<file path="src/rtl/pin_pattern_gen.sv">
// Board bring-up pattern sequencer: cycles the user I/O bank through
// all-on, walking-one and all-off phases, advancing one step per prescaled tick.
module pin_pattern_gen #(
  parameter int WIDTH = 40,
  parameter int DIV   = 12000000,
  parameter int HOLD  = 4
) (
  input  logic             clk,
  input  logic             rst,
  input  logic             en,
  output logic [WIDTH-1:0] pins,
  output logic [1:0]       mode,
  output logic             tick,
  output logic             done,
  output logic [7:0]       loop_cnt
);

  localparam int DIV_W  = (DIV > 1) ? $clog2(DIV) : 1;
  localparam int STEP_N = (WIDTH > HOLD) ? WIDTH : HOLD;
  localparam int STEP_W = (STEP_N > 1) ? $clog2(STEP_N) : 1;

  localparam logic [DIV_W-1:0]  DIV_LAST   = DIV_W'(DIV - 1);
  localparam logic [STEP_W-1:0] HOLD_LAST  = STEP_W'(HOLD - 1);
  localparam logic [STEP_W-1:0] WIDTH_LAST = STEP_W'(WIDTH - 1);

  typedef enum logic [1:0] {
    ST_ALL_ON  = 2'd0,
    ST_WALK    = 2'd1,
    ST_ALL_OFF = 2'd2
  } state_t;

  state_t            state_q, state_d;
  logic [DIV_W-1:0]  div_cnt;
  logic [STEP_W-1:0] step_q, step_d;
  logic [WIDTH-1:0]  pins_q, pins_d;
  logic              done_q, done_d;
  logic [7:0]        loop_q, loop_d;

  assign tick     = en && (div_cnt == DIV_LAST);
  assign pins     = pins_q;
  assign mode     = state_q;
  assign done     = done_q;
  assign loop_cnt = loop_q;

  // Prescaler: free-running while enabled, frozen (not cleared) while disabled.
  // NOTE: every register here is written with <= so all flops sample the same
  // pre-edge values; blocking assignments in a clocked block create order races.
  always_ff @(posedge clk) begin
    if (rst) begin
      div_cnt <= '0;
    end else if (en) begin
      if (div_cnt == DIV_LAST) div_cnt <= '0;
      else                     div_cnt <= div_cnt + DIV_W'(1);
    end
  end

  // Next-state logic. Everything holds unless a tick fires; done is the
  // exception and self-clears on any edge where it is not being set.
  // NOTE: every output of this block gets a default first, so no path leaves
  // a signal unassigned and no latch is inferred.
  always_comb begin
    state_d = state_q;
    step_d  = step_q;
    pins_d  = pins_q;
    loop_d  = loop_q;
    done_d  = 1'b0;

    if (tick) begin
      unique case (state_q)
        ST_ALL_ON: begin
          if (step_q == HOLD_LAST) begin
            state_d = ST_WALK;
            step_d  = '0;
            pins_d  = WIDTH'(1);
          end else begin
            step_d  = step_q + STEP_W'(1);
          end
        end
        ST_WALK: begin
          if (step_q == WIDTH_LAST) begin
            state_d = ST_ALL_OFF;
            step_d  = '0;
            pins_d  = '0;
          end else begin
            step_d  = step_q + STEP_W'(1);
            pins_d  = {pins_q[WIDTH-2:0], 1'b0};
          end
        end
        ST_ALL_OFF: begin
          if (step_q == HOLD_LAST) begin
            state_d = ST_ALL_ON;
            step_d  = '0;
            pins_d  = '1;
            done_d  = 1'b1;
            loop_d  = loop_q + 8'd1;
          end else begin
            step_d  = step_q + STEP_W'(1);
          end
        end
        default: begin
          state_d = ST_ALL_ON;
          step_d  = '0;
          pins_d  = '1;
        end
      endcase
    end
  end

  // Pattern registers: pins leave the block straight from these flops.
  always_ff @(posedge clk) begin
    if (rst) begin
      state_q <= ST_ALL_ON;
      step_q  <= '0;
      pins_q  <= '1;
      done_q  <= 1'b0;
      loop_q  <= '0;
    end else begin
      state_q <= state_d;
      step_q  <= step_d;
      pins_q  <= pins_d;
      done_q  <= done_d;
      loop_q  <= loop_d;
    end
  end

endmodule
</file>
<file path="config.mk">
export PLATFORM = sky130hd
export DESIGN_NAME = pin_pattern_gen
export DESIGN_NICKNAME = d
export VERILOG_FILES = /design/src/rtl/pin_pattern_gen.sv
export SDC_FILE = /design/constraint.sdc
export NUM_CORES = 1
export LEC_CHECK = 0
export CAP_MARGIN = 10
export CORE_MARGIN = 8
export CORE_UTILIZATION = 26
export CTS_BUF_LIST = sky130_fd_sc_hd__clkbuf_2 sky130_fd_sc_hd__clkbuf_4 sky130_fd_sc_hd__clkbuf_8
export DETAILED_ROUTE_END_ITERATION = 10
export PLACE_DENSITY = 0.52
export SETUP_SLACK_MARGIN = 0.3
export SYNTH_ARGS = -nofsm -noshare
export SYNTH_HDL_FRONTEND = slang
export SYNTH_SLANG_ARGS = --single-unit
export TNS_END_PERCENT = 100
</file>
<file path="constraint.sdc">
create_clock -name clk -period 4.85 [get_ports clk]
set_input_delay 0.7275 -clock clk [delete_from_list [all_inputs] [get_ports clk]]
set_output_delay 0.7275 -clock clk [all_outputs]
set_load 0.02 [all_outputs]
</file>
==> ci_impl_report.md, run 1 <==
### Yosys + OpenROAD results

| Metric | Value |
|---|---|
| Number of top-level pins | 55 |
| Routed Antenna Nets | 0 |
| Top post-synthesis cells by count | dfxtp_1, nor2_1, a21oi_1, a211oi_2, nand2_1 |
| Worst-path cell with the longest stage delay | clkdlybuf4s50_1 |
| Setup CP Type | primary input to output pin |
| Chip Area, Yosys | 0.00374 mm^2 |
| TritonCTS buffer count | 9 |
| Fmax | 0.284 GHz |
| Largest incremental delay on the critical path | 0.59 ns |
| Post-synth net total | about 420 |
| Final weighted congestion in routability-driven placement | about 0.77 |
| Yosys top cell by area | dfxtp_1 |
| Startpoint Class | primary input |
| Initial core utilization | 0.261 |
| Post-cts resize count | 0 |
| Total number of yosys warnings | 0 |
| Insertion delay at the late pin of the worst-skew pair | 0.36 ns |
| Kind of cell adding the most delay to the critical path | buffers and inverters |
| Critical register-to-register path startpoint | step_q[0] |
| Combinational gate area | 0.00197 mm^2 |
| Internal portion of total power | 884 uW |
| Setup bufs post-CTS | 0 |
| Worst-path clk slew | 0.08 ns |
| Flop pwr share | 0.584 |
| Critical Path Sink Type | output pin |
| Launch instance of the worst min-delay path | step_q[1] |
| Slew margin rel. | 0.318 |
| Count of library flops with an enable pin | 0 |
| Register area share after synthesis | 0.433 |
| Net switching power | 269 uW |
| Initial antenna violation count | 0 |
| Setup repair after global routing missed its margin | no |
| CTS Root Cell | clkbuf_8 |
| Outcome | finished clean |
| Worst setup path start | en |
| Filler cells | ~1.5k |
| Worst-case clock skew | 0.0122 ns |
| Number of hold-slack violations in the final timing report | 0 |
| Post-detailed-route DRC marker count | 0 |
| Combinational share of power | 0.028 |
| Total overflow reported by the global router | 0 |
| IO Port Bufs | around 54 |
| P&R area growth vs syn | 22.3% |
| Number of design-rule violations left by the first detailed-router iteration | 216 |
## run 1: path summary, 6_finish.rpt
kind	depth (start not counted)	slack, ns	to
setup reg to reg	6	1.69	loop_cnt[2]
hold reg to reg	2	0.48	step_q[1]
hold / removal	2	0.48	step_q[1]
setup / recovery	7	1.32	tick
## run 1: routing by layer
| layer | routed length, um | global-route usage | up-vias |
|---|---|---|---|
| met4 | 135 | 0.0372 | 0 |
| li1 | - | - | 1573 |
| met1 | 4020 | 0.120 | 1463 |
| met5 | 0 | 0 | - |
| met3 | 419 | 0.0288 | 11 |
| met2 | 4050 | 0.151 | 52 |
## run 1: state kept, by name (all words and copies together) (netlist names)
name and flops:
step_q 6, done 1, loop_cnt 8, mode 2, pins 40, div_cnt 24
## run 1: power by group through the flow
stage                     clock network, mW  logic (mW)  registers (mW)
final                                 0.447      0.0324           0.673
after global routing                  0.498      0.0366           0.674
after CTS                             0.470      0.0332           0.673
after detailed placement                  0      0.0331           0.689
after global placement                    0      0.0325           0.688
after floorplan                           0      0.0257           0.687
## run 1: cell type report
type / count / share of cell area
clock inverter: 3 / 0.00383
sequential: 81 / 0.354
inverter: 4 / 0.00328
timing repair buffer: 58 / 0.124
tap: 184 / 0.0503
multi-input combinational: 300 / 0.431
clock buffer: 12 / 0.0334
## run 1: worst min-delay path: stages (launching register included)
cell and delay [ns]:
dfxtp_1 0.33, nand2_1 0.06, a21oi_1 0.05
## run 1: metrics by stage
stage,util,hold WS [ns],power [mW],setup WS (ns),cell area [um^2]
floorplan,-,0.449,0.713,2.36,3740
global placement,0.308,0.460,0.721,1.36,4410
detailed placement,0.308,0.472,0.722,1.32,4410
CTS,0.320,0.485,1.18,1.31,4580
global route,0.320,0.505,1.21,1.21,4580
finish,0.320,0.482,1.15,1.32,4580
## run 1: kinds of logic after synthesis
kind of cell / share of synthesized area
xor gates and xnor gates: 0.0538
DFF: 0.433
buffers and inverters: 0.0441
AOI/OAI and AO/OA: 0.232
muxes: 0.00535
and+or+nand+nor: 0.221
adders and majority gates: 0.0100
## run 1: layout by cell type, fill, tap and decap left out, types with 4 or more instances in the layout
cell	Yosys	routed
dfxtp_1	81	81
nor2_1	73	73
a21oi_1	53	53
clkdlybuf4s50_1	0	53
a211oi_2	38	38
nand2_1	20	20
xor2_1	15	15
nand4_1	12	12
clkbuf_8	0	10
nand3_1	9	9
or4_1	8	8
xnor2_1	8	8
nor4_1	6	6
o31ai_1	6	6
nand4b_1	5	5
or3_1	4	4
inv_1	4	4
and3_1	4	4
nor3_1	4	4
or2_2	4	4
buf_4	1	4
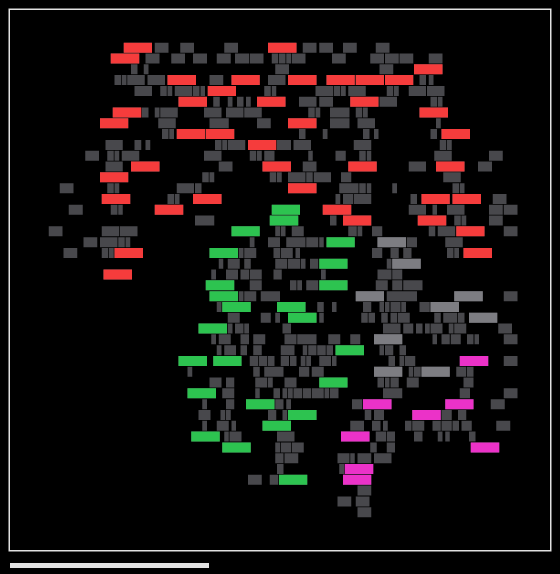
run_1/flops_by_reg.png
Scale bar: 50 um. Other sequential cells in the stronger gray, the rest of the logic in the fainter gray.
Key: red = `pins` [flops 40]; green = `div_cnt` [flops 24]; magenta = `loop_cnt` [flops 8, where bottom right]
sequential portion of the cell area: 0.354
flip-flop and latch power: 673 uW
register area: 0.00162 mm^2
final core area utilization: 0.320

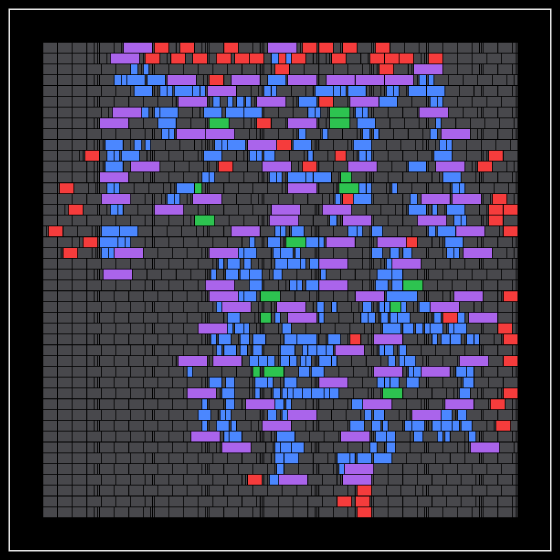
run_1/placement_by_type.png
Fill, decap, tap and diode cells in gray.
Key: purple = flops [cells 81]; blue = combinational and other logic [cells 304]; red = other buffers and delay cells [cells 58]; green = clock drivers and dummy loads [cells 15]
Cell Rows: 44
post-route cell area: 0.00458 mm^2

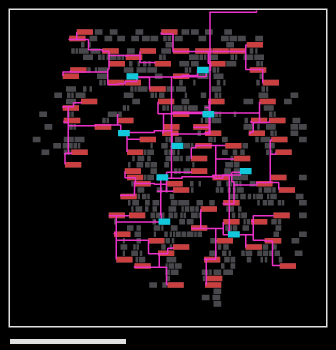
run_1/clk_routes.png
Scale bar: 50 um.
Key: cyan = clock drivers [count 9]; red = flip-flops [count 81]; magenta = clock wires [length 1120 um]
There are 10 routed clock nets.

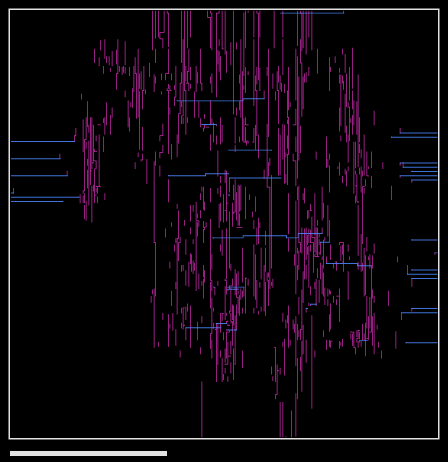
run_1/wires.png
Scale bar: 50 um. Two of the layers only.
Key: magenta = metal 2 [wire length 4050 um]; blue = metal 3 [wire length 419 um]
via total after detailed routing: 3099
Post-Route WL: 8630 um
routed wirelength normalized by instance count: 13.4 um
total global-route track usage: 0.0956

run_1/clocks.png
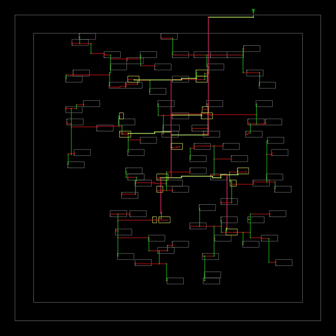

==> inputs of run 2 (changes only) <==
==> constraint.sdc (replaced) <==
create_clock -name clk -period 3.32 [get_ports clk]
set_input_delay 0.498 -clock clk [delete_from_list [all_inputs] [get_ports clk]]
set_output_delay 0.498 -clock clk [all_outputs]
set_load 0.02 [all_outputs]
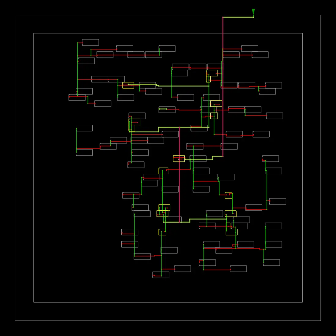
run_2/clocks.png
TritonCTS buffer count: 9
power attributed to the clock group: 670 uW
worst-case clock skew: 0.00897 ns
number of clock sinks: 81
insertion delay at the late pin of the worst-skew pair: 0.35 ns

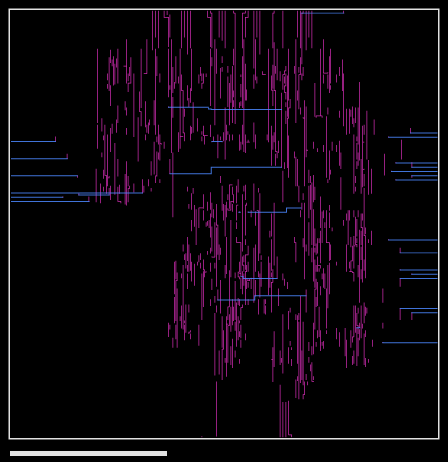
run_2/wires.png
Scale bar: 50 um. Two of the layers only.
Key: blue = metal 3 [wire length 473 um]; magenta = metal 2 [wire length 4080 um]
via total after detailed routing: 3081
routed wirelength normalized by instance count: 13.2 um
Post-Route WL: 8590 um

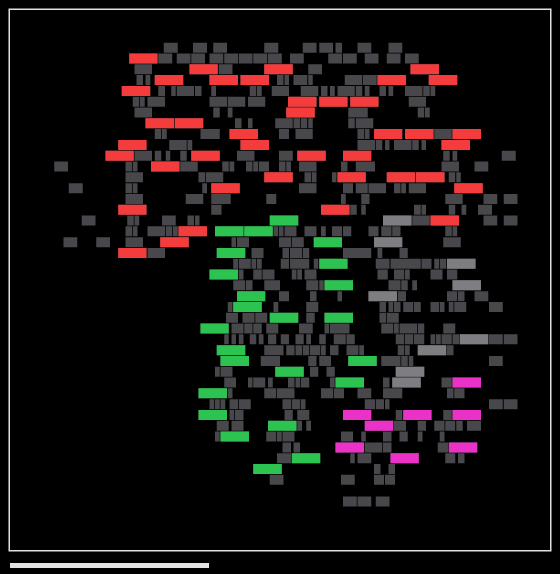
run_2/flops_by_reg.png
Scale bar: 50 um. Other sequential cells in the stronger gray, the rest of the logic in the fainter gray.
Key: red = `pins` [flops 40]; magenta = `loop_cnt` [flops 8, where bottom right]; green = `div_cnt` [flops 24]
flip-flop and latch power: 983 uW
sequential portion of the cell area: 0.350
final core area utilization: 0.324

==> run 2 against run 1 <==
  * Combinational power up 52%
  * Non-clock buffer count up 5
  * Clock power up about 50%
  * Core utilization up 0.43 points
  * Critical path type unchanged
  * Sequential power up 46%
  * Clock-buffer cell count down 3
  * Sequential cell count unchanged
  * Hold slack better by 0.0070 ns
  * Largest cell class unchanged
==> ci_impl_report.md, run 2 <==
### Yosys + OpenROAD results

| Metric | Value |
|---|---|
| Worst setup path start | en |
| CP Capture Point | tick |
| Wire length on met3 | 473 um |
| Yosys top cell by area | dfxtp_1 |
| CTS Root Cell | clkbuf_8 |
| Top post-synthesis cells by count | dfxtp_1, nor2_1, a21oi_1, a211oi_2, nand2_1 |
| Setup repair after global routing missed its margin | no |
| Dominant logic cell type in the layout | dfxtp_1 |
| Register-to-register path setup slack | approximately 0.64 ns |
| Total overflow reported by the global router | 0 |
| R2R depth | 7 |
| Number of top-level pins | 55 |
| Endpoint of the worst-slack reg-to-reg timing path | pins[26] |
| Initial core utilization | 0.261 |
| Fmax | 0.351 GHz |
| Number of hold-slack violations in the final timing report | 0 |
| Combinational share of power | 0.029 |
| Top routing layer used | met4 |
| Outcome | finished clean |
| Met2 wire len | 4080 um |
| Chip Area, Yosys | ~0.0037 mm^2 |
| Cell Rows | 44 |
| Initial antenna violation count | 0 |
| Number of design-rule violations left by the first detailed-router iteration | 224 |
| Critical register-to-register path startpoint | step_q[0] |
| Register area share after synthesis | 0.433 |
run 2: cell types whose count changed in the layout (fill, tap and decap cells not counted):
cell	before	now
buf_12	0	1
buf_4	4	8
inv_8	0	1
inv_6	0	1
clkbuf_4	2	0
nor2_1	73	72
clkinv_4	0	2
nor2_2	0	1
clkbuf_8	10	9
run 2: critical path: stages:
cell	delay, ns
clkdlybuf4s50_1	0.58
nand4_1	0.21
nor2_2	0.21
nand4b_1	0.16
inv_1	0.09
clkdlybuf4s50_1	0.60
run 2: what timing repair did:
| action | 4_1_cts | 5_1_grt |
|---|---|---|
| setup endpoints to repair | 0 | 1 |
| buffers inserted | 0 | 0 |
| gates resized | 0 | 1 |
run 2: power groups by stage:
stage | sequential, mW | clock, mW | combinational (mW)
CTS | 0.983 | 0.697 | 0.0498
detailed placement | 1.01 | 0 | 0.0496
global placement | 1.01 | 0 | 0.0485
global route | 0.985 | 0.747 | 0.0544
floorplan | 1.00 | 0 | 0.0376
finish | 0.983 | 0.670 | 0.0494
run 2: worst min path at each step:
| stage | startpoint | endpoint | slack, ns | cells after the start |
|---|---|---|---|---|
| after CTS | loop_cnt[7] | loop_cnt[7] | 0.49 | 2 |
| after global placement | step_q[1] | step_q[1] | 0.46 | 2 |
| after detailed placement | loop_cnt[7] | loop_cnt[7] | 0.48 | 2 |
| final | step_q[0] | step_q[0] | 0.49 | 2 |
| after floorplan | step_q[1] | step_q[1] | 0.45 | 2 |
| after global routing | step_q[0] | step_q[0] | 0.53 | 2 |
run 2: logic make-up after synthesis:
logic type | share of synthesized area
and+or+nand+nor | 0.221
AOI/OAI and AO/OA | 0.232
DFF | 0.433
buffers and inverters | 0.0441
xor gates and xnor gates | 0.0538
adders and majority gates | 0.0100
muxes | 0.00535
run 2: cell type report:
type	instances	area, um^2
fill	1459	9680
multi-input combinational	300	1980
sequential	81	1620
timing repair buffer	63	616
tap	184	230
clock buffer	9	124
clock inverter	7	55.1
inverter	4	15.0
run 2: per-stage QoR:
stage | utilization | worst slack, ns | instances | cell area [um^2]
floorplan | - | 1.15 | 414 | 3740
global placement | 0.311 | 0.399 | 632 | 4460
detailed placement | 0.311 | 0.406 | 632 | 4460
CTS | 0.324 | 0.395 | 648 | 4640
global route | 0.324 | 0.303 | 648 | 4640
finish | 0.324 | 0.472 | 648 | 4640
run 2: layer usage:
| layer | track usage | vias to the layer above |
|---|---|---|
| met3 | 0.0336 | 5 |
| li1 | - | 1586 |
| met2 | 0.151 | 39 |
| met5 | 0 | - |
| met4 | 0.0329 | 0 |
| met1 | 0.116 | 1451 |
==> inputs of run 3 (changes only) <==
--- a/config.mk
+++ b/config.mk
@@ -10,9 +10,10 @@
 export CORE_UTILIZATION = 26
 export CTS_BUF_LIST = sky130_fd_sc_hd__clkbuf_2 sky130_fd_sc_hd__clkbuf_4 sky130_fd_sc_hd__clkbuf_8
 export DETAILED_ROUTE_END_ITERATION = 10
+export HOLD_SLACK_MARGIN = 0.1
 export PLACE_DENSITY = 0.52
 export SETUP_SLACK_MARGIN = 0.3
 export SYNTH_ARGS = -nofsm -noshare
 export SYNTH_HDL_FRONTEND = slang
 export SYNTH_SLANG_ARGS = --single-unit
-export TNS_END_PERCENT = 100
+export TNS_END_PERCENT = 10
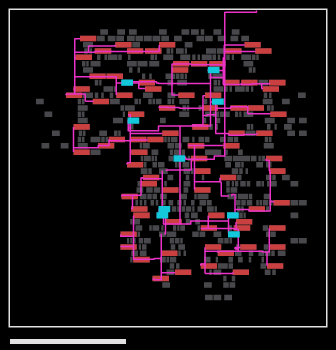
run_3/clk_routes.png
Scale bar: 50 um.
Key: cyan = clock drivers [count 9]; red = flip-flops [count 81]; magenta = clock wires [length 1110 um]
There are 10 routed clock nets.

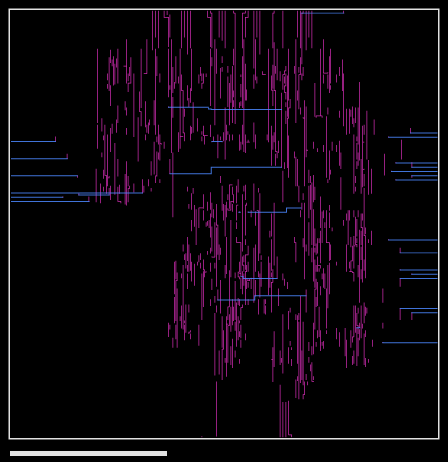
run_3/wires.png
Scale bar: 50 um. Two of the layers only.
Key: magenta = metal 2 [wire length 4080 um]; blue = metal 3 [wire length 473 um]

==> run 3 against run 2 <==
  * Hold slack unchanged
  * Cell area is the same
  * Setup slack stayed put
  * Register-to-register slack is essentially flat
  * Sequential share of layout area stayed put
  * Die size stayed put
  * Wire length did not move
  * Area after synthesis unchanged
  * Clock skew did not move
  * Power stayed put
  * Global-route usage unchanged
  * Clock-buffer cell count unchanged
==> ci_impl_report.md, run 3 <==
### Yosys + OpenROAD results

| Metric | Value |
|---|---|
| Chip Area, Yosys | around 0.0037 mm^2 |
| Final weighted congestion in routability-driven placement | between 0.7 and 0.8 |
| Kind of cell adding the most delay to the critical path | buffers and inverters |
| Number of hold-slack violations in the final timing report | 0 |
| CTS Root Cell | clkbuf_8 |
| Total overflow reported by the global router | 0 |
| Critical Path Sink Type | output pin |
| CP cell instances | clkdlybuf4s50_1 > nand4_1 > nor2_2 > nand4b_1 > inv_1 > clkdlybuf4s50_1 |
| Setup WS post-layout | roughly 0.47 ns |
| Yosys top cell by area | dfxtp_1 |
| Slew margin rel. | 0.527 |
| Cell Rows | 44 |
| Number of buffer and inverter stages on the critical path | 3 |
| Routed Antenna Nets | 0 |
| Worst-path clk slew | 0.09 ns |
| Number of design-rule violations left by the first detailed-router iteration | 224 |
| Outcome | finished clean |
| Register area share after synthesis | 0.433 |
| Number of clock sinks | 81 |
| Post-Route WL | approximately 8600 um |
| Count of library flops with an enable pin | 0 |
| Post-route cell area | roughly 0.0046 mm^2 |
| Largest incremental delay on the critical path | 0.60 ns |
| Via total after detailed routing | 3081 |
| Final non-filler cell total | 648 |
| Worst-case clock skew | 0.00897 ns |
| Insertion delay at the late pin of the worst-skew pair | 0.35 ns |
| Setup repair after global routing missed its margin | no |
| P&R area growth vs syn | 23.9% |
| Worst slack at placement | around 0.4 ns |
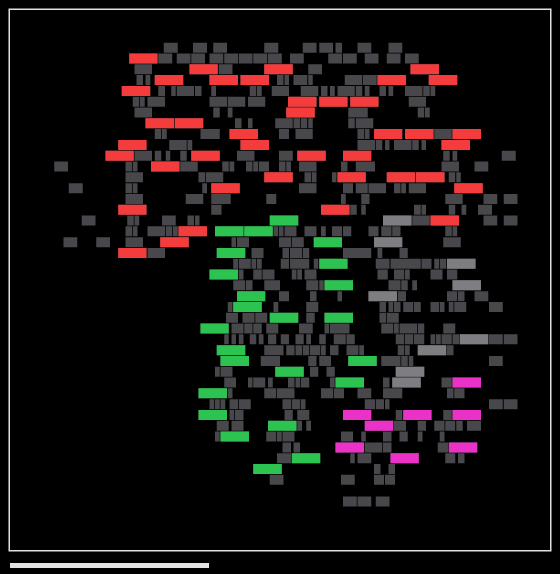
run_3/flops_by_reg.png
Scale bar: 50 um. Other sequential cells in the stronger gray, the rest of the logic in the fainter gray.
Key: red = `pins` [flops 40]; magenta = `loop_cnt` [flops 8, where bottom right]; green = `div_cnt` [flops 24]
Another 9 sequential cells are not colored.

-- run 3: cell families after synthesis --
logic type	synth area share
compound gates	0.232
xor+xnor	0.0538
fa+ha+maj	0.0100
buf+inv	0.0441
flops	0.433
mux	0.00535
simple gates	0.221
-- run 3: worst min-delay path: stages, from the launching register on --
cell and delay (ns):
dfxtp_1 0.34, nand2_1 0.06, a21oi_1 0.05
-- run 3: layout make-up --
class | count | area (um^2)
Sequential cell | 81 | 1620
Clock inverter | 7 | 55.1
Fill cell | 1459 | 9680
Timing Repair Buffer | 63 | 616
Tap cell | 184 | 230
Inverter | 4 | 15.0
Multi-Input combinational cell | 300 | 1980
Clock buffer | 9 | 124
-- run 3: metal layers --
metal  vias to the layer above  share of wire  GRT usage
met5                         -              0          0
met3                         5          0.055     0.0336
met1                      1451           0.46      0.116
met2                        39           0.48      0.151
li1                       1586              -          -
met4                         0          0.012     0.0329
-- run 3: where the power goes --
part           internal [mW]  switching (mW)  leakage, nW
Combinational         0.0143          0.0351        0.714
Clock                  0.279           0.390       0.0915
Sequential             0.976         0.00694        0.655
Total                   1.27           0.432         1.46
-- run 3: path summary, 6_finish.rpt --
kind,startpoint,endpoint,slack (ns),cells after the start
max,en,tick,0.47,6
min,step_q[0],step_q[0],0.49,2
max reg2reg,step_q[0],pins[26],0.64,7
min reg2reg,step_q[0],step_q[0],0.49,2
-- run 3: repair_timing --
action                                  4_1_cts  5_1_grt
buffers inserted                              0        0
endpoints found under the setup margin        0        1
gates resized                                 0        1
Power is estimated from default activity; no workload was simulated.
